$ cat config.mk
export PLATFORM = sky130hd
export DESIGN_NAME = down_counter_timer
export DESIGN_NICKNAME = d
export VERILOG_FILES = /design/src/rtl/down_counter_timer.sv
export SDC_FILE = /design/constraint.sdc
export NUM_CORES = 1
export LEC_CHECK = 0
export CAP_MARGIN = 20
export CORE_ASPECT_RATIO = 0.9
export CORE_MARGIN = 2
export CORE_UTILIZATION = 34
export CTS_BUF_LIST = sky130_fd_sc_hd__clkbuf_2
export DETAILED_ROUTE_END_ITERATION = 12
export PLACE_DENSITY = 0.63
export SLEW_MARGIN = 10
export SYNTH_ARGS = -nofsm -noshare
export SYNTH_HDL_FRONTEND = slang
export SYNTH_SLANG_ARGS = --single-unit
$ cat constraint.sdc
create_clock -name clk -period 1.7 [get_ports clk]
set_input_delay 0.255 -clock clk [delete_from_list [all_inputs] [get_ports clk]]
set_output_delay 0.255 -clock clk [all_outputs]
set_load 0.01 [all_outputs]
$ cat src/rtl/down_counter_timer.sv
// Loadable down-counter/timer: loads on ld, decrements on en, stops at zero with a one-cycle tc pulse.
// Optional periodic mode: define DOWN_COUNTER_AUTO_RELOAD_EN to reload from the captured start value.
module down_counter_timer #(
  parameter int unsigned WIDTH = 8
) (
  input  logic             clk,
  input  logic             rst,
  input  logic             ld,
  input  logic             en,
  input  logic [WIDTH-1:0] input_value,
  output logic [WIDTH-1:0] counter,
  output logic             busy,
  output logic             done,
  output logic             tc
);

  typedef enum logic [1:0] {
    S_IDLE,
    S_ARMED,
    S_DONE
  } state_t;

  state_t           state_q, state_d;
  logic [WIDTH-1:0] cnt_q, cnt_d;
  logic             tc_q, tc_d;
  logic             busy_q, done_q;
`ifdef DOWN_COUNTER_AUTO_RELOAD_EN
  logic [WIDTH-1:0] rld_q, rld_d;
`endif

  always_comb begin
    state_d = state_q;
    cnt_d   = cnt_q;
    tc_d    = 1'b0;
`ifdef DOWN_COUNTER_AUTO_RELOAD_EN
    rld_d   = rld_q;
`endif
    if (ld) begin
      // A load wins over a terminal count due on the same edge.
      cnt_d   = input_value;
      state_d = (input_value != '0) ? S_ARMED : S_DONE;
`ifdef DOWN_COUNTER_AUTO_RELOAD_EN
      rld_d   = input_value;
`endif
    end else if (state_q == S_ARMED && en) begin
      if (cnt_q > WIDTH'(1)) begin
        cnt_d = cnt_q - WIDTH'(1);
      end else begin
        tc_d = 1'b1;
`ifdef DOWN_COUNTER_AUTO_RELOAD_EN
        cnt_d = rld_q;
`else
        cnt_d   = '0;
        state_d = S_DONE;
`endif
      end
    end
  end

  always_ff @(posedge clk) begin
    if (!rst) begin
      state_q <= S_IDLE;
      cnt_q   <= '0;
      tc_q    <= 1'b0;
      busy_q  <= 1'b0;
      done_q  <= 1'b0;
`ifdef DOWN_COUNTER_AUTO_RELOAD_EN
      rld_q   <= '0;
`endif
    end else begin
      state_q <= state_d;
      cnt_q   <= cnt_d;
      tc_q    <= tc_d;
      // Status flags registered from the next state so they line up with counter.
      busy_q  <= (state_d == S_ARMED);
      done_q  <= (state_d == S_DONE);
`ifdef DOWN_COUNTER_AUTO_RELOAD_EN
      rld_q   <= rld_d;
`endif
    end
  end

  assign counter = cnt_q;
  assign tc      = tc_q;
  assign busy    = busy_q;
  assign done    = done_q;

endmodule

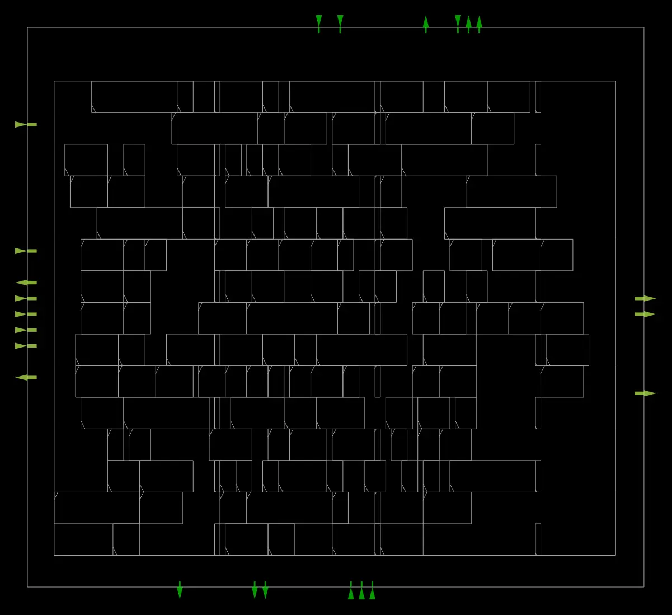
Run 1: cell outlines without signal wires
seq_cells: 13
fin cells: 154

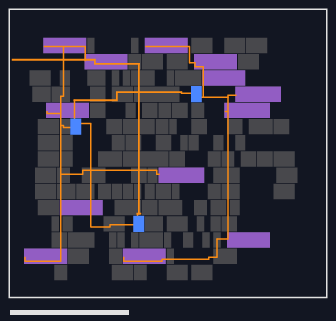
Run 1: clock network drawn from the DEF
Bar = 20 um.
[orange] clock wires | length: 251 um
[blue] cells driving clock nets | count: 3
[purple] flip-flops | count: 13
routed clock nets	4

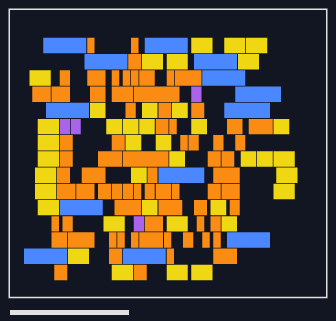
Run 1: placement by cell class
Bar = 20 um.
colour	class	cells
yellow	other buffers and delay cells	39
blue	flip-flops	13
orange	all other logic	73
purple	clock drivers and dummy loads	4
Core Rows: 15
Util after Layout: 0.593
Seq area share: 0.226

==> results.txt, run 1 <==
fresh numbers from the pnr run: Hold Fails Final Rpt=0, Critical Path Source=counter[5], combinational group power=274 uW, final net count=144, status=finished with violations, Worst setup endpoint=busy, reg2reg setup slack=-0.08 ns, leading area contributor after synthesis=dfxtp_1, CP most frequent cell=or4_4, core area=1970 um2, post-synthesis cell type count=32, P&R area growth vs syn=58.8%, met2 WL=1070 um, top layer in use=met4, Max VDD drop=410 uV, MI comb area=487 um2, TritonCTS Sinks=13, WL/cell=15.2 um, yosys cell count=90, Placer Congestion=0.872, worst-path cell chain=or4_4 -> or4_4 -> a31oi_4 -> nor2_1, Synth Instances=90, combinational fraction of design power=0.345, 1st-pass router iterations=4, WP buf/inv=0, Slew @ Worst Pin=0.375 ns, Vias/cell=5.39, Met3 Wirelength=126 um, # setup viols final=6, min Tclk post-route=1.78 ns, largest net degree at the start of global routing=11, FILL cells=186, Final WS setup=-0.0811 ns, mi-comb count=68, diodes inserted=0, failing checks=setup timing, Placed Cells=149, Insertion Delay late pin=0.30 ns, Synthesized Nets=104, die height=48.1 um, Non-clock buffering overhead=0.298, worst slack, placed=-0.129 ns, Vias=830, # Taps=25, top cell category=logic gates
-- run 1: registers in the layout, summed over array words and instances (netlist names) --
register / cells
done: 1
counter: 8
tc: 1
busy: 1
state_q: 2
-- run 1: cell usage after synthesis --
cell and n:
dfxtp_1 13, nor2_1 8, nand2_1 7, a21oi_1 5
inv_1 5, nand3_1 5, or3_1 5, clkbuf_1 3
nand3b_1 3, nor2b_1 3, nor4_1 3, a31oi_1 2
ha_1 2, nand2b_1 2, nor3_1 2, o221a_1 2
o31ai_1 2, o32ai_1 2, or4_4 2, xnor2_1 2
a211oi_1 1, a32oi_1 1, and3_1 1, buf_1 1
nor4bb_1 1, o21a_1 1, o21ai_0 1, o21ai_1 1
o22ai_2 1, o31a_1 1, o41a_1 1, or2_2 1
-- run 1: stage by stage --
step                cell area [um2]  utilization  power (mW)
global placement               1100        0.556       0.586
floorplan                       739            -       0.467
finish                         1170        0.593       0.794
detailed placement             1100        0.556       0.589
CTS                            1120        0.569       0.774
global route                   1170        0.593       0.836
-- run 1: worst register-to-register path: stages (launching register included) --
cell and delay (ns):
dfxtp_2 0.34, or4_4 0.56, or4_4 0.56, a31oi_4 0.18, nor2_1 0.05
-- run 1: timing repair --
item | 4_1_cts | 5_1_grt
pin swaps | 1 | 4
resized | 1 | 7
setup endpoints to repair | 10 | 12
buffers inserted | 0 | 1
-- run 1: kinds of logic (layout without fill, tap and decap cells) --
kind of cell,after synthesis,in the layout,share of synthesized area
buffers and inverters,9,48,0.0459
flip-flops,13,13,0.354
AND-OR/OR-AND,21,21,0.216
AND/OR/NAND/NOR,43,43,0.327
adder cells (fa/ha/maj),2,2,0.0340
XOR/XNOR,2,2,0.0238
--- run 2 (diff from run 1) ---
--- a/config.mk
+++ b/config.mk
@@ -11,6 +11,7 @@
 export CORE_UTILIZATION = 34
 export CTS_BUF_LIST = sky130_fd_sc_hd__clkbuf_2
 export DETAILED_ROUTE_END_ITERATION = 12
+export GPL_TIMING_DRIVEN = 1
 export PLACE_DENSITY = 0.63
 export SLEW_MARGIN = 10
 export SYNTH_ARGS = -nofsm -noshare
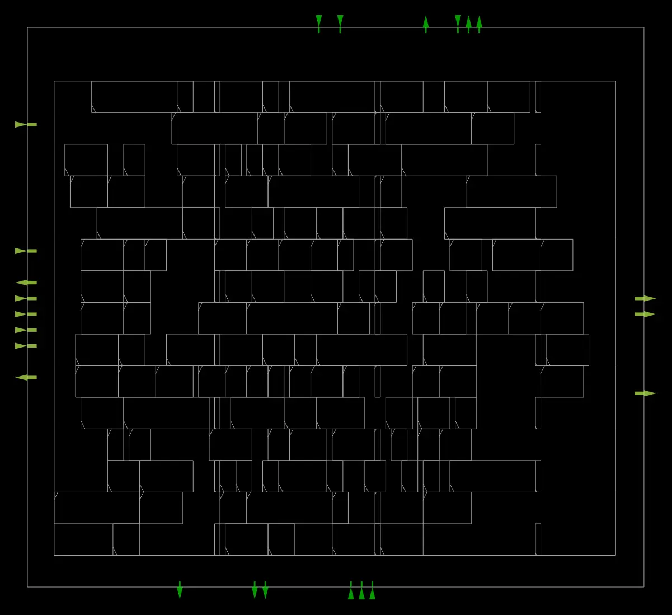
Run 2: cell outlines without signal wires
FILL cells: 186
# Taps: 25
core area: 1970 um2

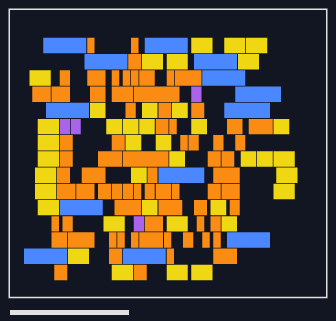
Run 2: placement by cell class
Bar = 20 um.
colour	class	cells
purple	clock drivers and dummy loads	4
blue	flip-flops	13
orange	all other logic	73
yellow	other buffers and delay cells	39

==> results.txt, run 2 <==
fresh numbers from the pnr run: failing checks=setup timing, status=finished with violations, Max VDD drop=410 uV (unchanged), WP buf/inv=0 (unchanged), yosys cell count=90 (unchanged), Placer Congestion=0.872 (unchanged), Vias=830 (unchanged), reg2reg setup slack=-0.08 ns (about the same), leading area contributor after synthesis=dfxtp_1, Post-synth ARST share=0 (unchanged), Vias/cell=5.39 (unchanged), # setup viols final=6 (unchanged), diodes inserted=0 (unchanged), P&R area growth vs syn=58.8% (unchanged), Slew @ Worst Pin=0.375 ns (unchanged), Worst setup endpoint=busy, TritonCTS Sinks=13 (unchanged), total power=794 uW (unchanged), Util after Layout=0.593 (unchanged), min Tclk post-route=1.78 ns (unchanged), post-synthesis cell type count=32 (unchanged), die height=48.1 um (unchanged), Core Rows=15 (unchanged), final net count=144 (unchanged), Final WS setup=-0.0811 ns (unchanged), top-count cell post-synth=dfxtp_1
-- run 2: cell type report --
class	count	area, um2	area share
well taps	25	31.3	0.0268
multi-input cells	68	487	0.416
clock buffers	4	20.0	0.0171
inverters	5	18.8	0.0161
repair buffers	39	348	0.298
flip-flops and latches	13	264	0.226
-- run 2: kinds of logic (layout without fill, tap and decap cells) --
kind of cell | count (synthesis) | after routing | share of synthesized area
AND-OR/OR-AND | 21 | 21 | 0.216
XOR/XNOR | 2 | 2 | 0.0238
adder cells (fa/ha/maj) | 2 | 2 | 0.0340
buffers and inverters | 9 | 48 | 0.0459
flip-flops | 13 | 13 | 0.354
AND/OR/NAND/NOR | 43 | 43 | 0.327
-- run 2: layer usage --
| layer | share of wire | wire length (um) | vias up |
|---|---|---|---|
| met5 | 0 | 0 | - |
| met4 | 0.011 | 25 | 0 |
| met3 | 0.054 | 126 | 2 |
| met2 | 0.46 | 1070 | 23 |
| met1 | 0.48 | 1110 | 396 |
| li1 | - | - | 409 |
-- run 2: through the flow --
step,setup TNS [ns],instances,instance area [um2],worst slack [ns]
floorplan,-0.00441,90,739,-0.00441
global placement,-0.431,149,1100,-0.0894
detailed placement,-0.611,149,1100,-0.129
CTS,-0.383,153,1120,-0.0906
global route,-0.714,154,1170,-0.133
finish,-0.351,154,1170,-0.0811
-- run 2: worst reg2reg max path, cell delays in order, from the launching register on --
cell and delay (ns):
dfxtp_2 0.34, or4_4 0.56, or4_4 0.56, a31oi_4 0.18, nor2_1 0.05
-- run 2: what timing repair did --
item,4_1_cts,5_1_grt
setup endpoints to repair,10,12
pin swaps,1,4
buffers inserted,0,1
resized,1,7
-- run 2: power by group --
part,switching (mW),internal (mW)
logic,0.128,0.146
registers,0.0153,0.325
clock network,0.118,0.0623
--- run 3 (diff from run 2) ---
--- a/config.mk
+++ b/config.mk
@@ -5,7 +5,6 @@
 export SDC_FILE = /design/constraint.sdc
 export NUM_CORES = 1
 export LEC_CHECK = 0
-export CAP_MARGIN = 20
 export CORE_ASPECT_RATIO = 0.9
 export CORE_MARGIN = 2
 export CORE_UTILIZATION = 34
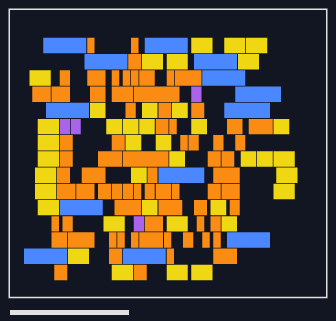
Run 3: placement by cell class
Bar = 20 um.
colour	class	cells
purple	clock drivers and dummy loads	4
orange	all other logic	73
yellow	other buffers and delay cells	39
blue	flip-flops	13

==> results.txt, run 3 <==
fresh numbers from the pnr run: status=finished with violations, Placer Congestion=0.872 (unchanged), die height=48.1 um (unchanged), Pwr top=registers, Reg power frac=0.428 (about the same), Placed Area=1100 um2 (unchanged), # setup viols final=6 (unchanged), total power=794 uW (unchanged), top-count cell post-synth=dfxtp_1, Final WS setup=-0.0811 ns (unchanged), sequential power=340 uW (about the same), yosys cell count=90 (unchanged), combinational group power=274 uW (about the same), Final Cell Area=1170 um2 (unchanged), Power Clock=181 uW (about the same), FILL cells=186 (unchanged), worst slack, placed=-0.129 ns (unchanged), Sw Share=0.330 (unchanged), min Tclk post-route=1.78 ns (unchanged), Util after Layout=0.593 (unchanged), final net count=144 (unchanged), failing checks=setup timing, TritonCTS Sinks=13 (unchanged), Core Rows=15 (unchanged), P&R area growth vs syn=58.8% (unchanged), Int Pwr=533 uW (unchanged), MI comb area=487 um2 (unchanged), combinational fraction of design power=0.345 (about the same)
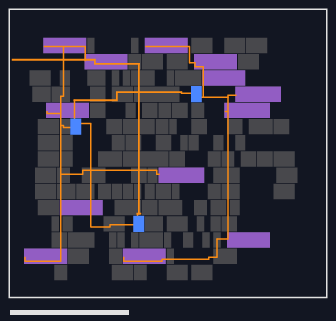
Run 3: clock network drawn from the DEF
Bar = 20 um.
[orange] clock wires | length: 251 um
[purple] flip-flops | count: 13
[blue] cells driving clock nets | count: 3
routed clock nets	4

## run 3: what timing repair did
item,4_1_cts,5_1_grt
setup endpoints to repair,10,12
gates resized,1,7
pin swaps,1,4
cloned,0,0
setup buffers,0,1
## run 3: tightest hold or removal path, cell delays in order
cell and delay, ns:
clkdlybuf4s50_1 0.43, nand2_1 0.07, a31oi_1 0.07
## run 3: cell families (layout without fill, tap and decap cells)
kind of cell | count (synthesis) | after routing | synth area share
buf+inv | 9 | 48 | 0.0459
xor+xnor | 2 | 2 | 0.0238
fa+ha+maj | 2 | 2 | 0.0340
simple gates | 43 | 43 | 0.327
compound gates | 21 | 21 | 0.216
flops | 13 | 13 | 0.354
## run 3: final timing paths
path / startpoint / to / cells after the start / slack [ns]
hold / removal: input_value[0] / counter[0] / 3 / 0.56
setup reg to reg: counter[5] / busy / 4 / -0.08
hold reg to reg: counter[0] / counter[0] / 2 / 0.58
setup / recovery: counter[5] / busy / 4 / -0.08
## run 3: per-stage QoR
step	hold slack, ns	TNS (ns)
floorplan	0.408	-0.00441
global placement	0.543	-0.431
detailed placement	0.556	-0.611
CTS	0.552	-0.383
global route	0.570	-0.714
finish	0.558	-0.351
## run 3: cell type report
type / instances / share of cell area
multi-input cells: 68 / 0.416
repair buffers: 39 / 0.298
flip-flops and latches: 13 / 0.226
well taps: 25 / 0.0268
clock buffers: 4 / 0.0171
inverters: 5 / 0.0161
## run 3: metal layers
metal / track usage / share of wire
met1: 0.266 / 0.48
met2: 0.313 / 0.46
met3: 0.0583 / 0.054
met4: 0.108 / 0.011
met5: 0 / 0
No activity file was given, so power comes from the tool's default toggle rates.
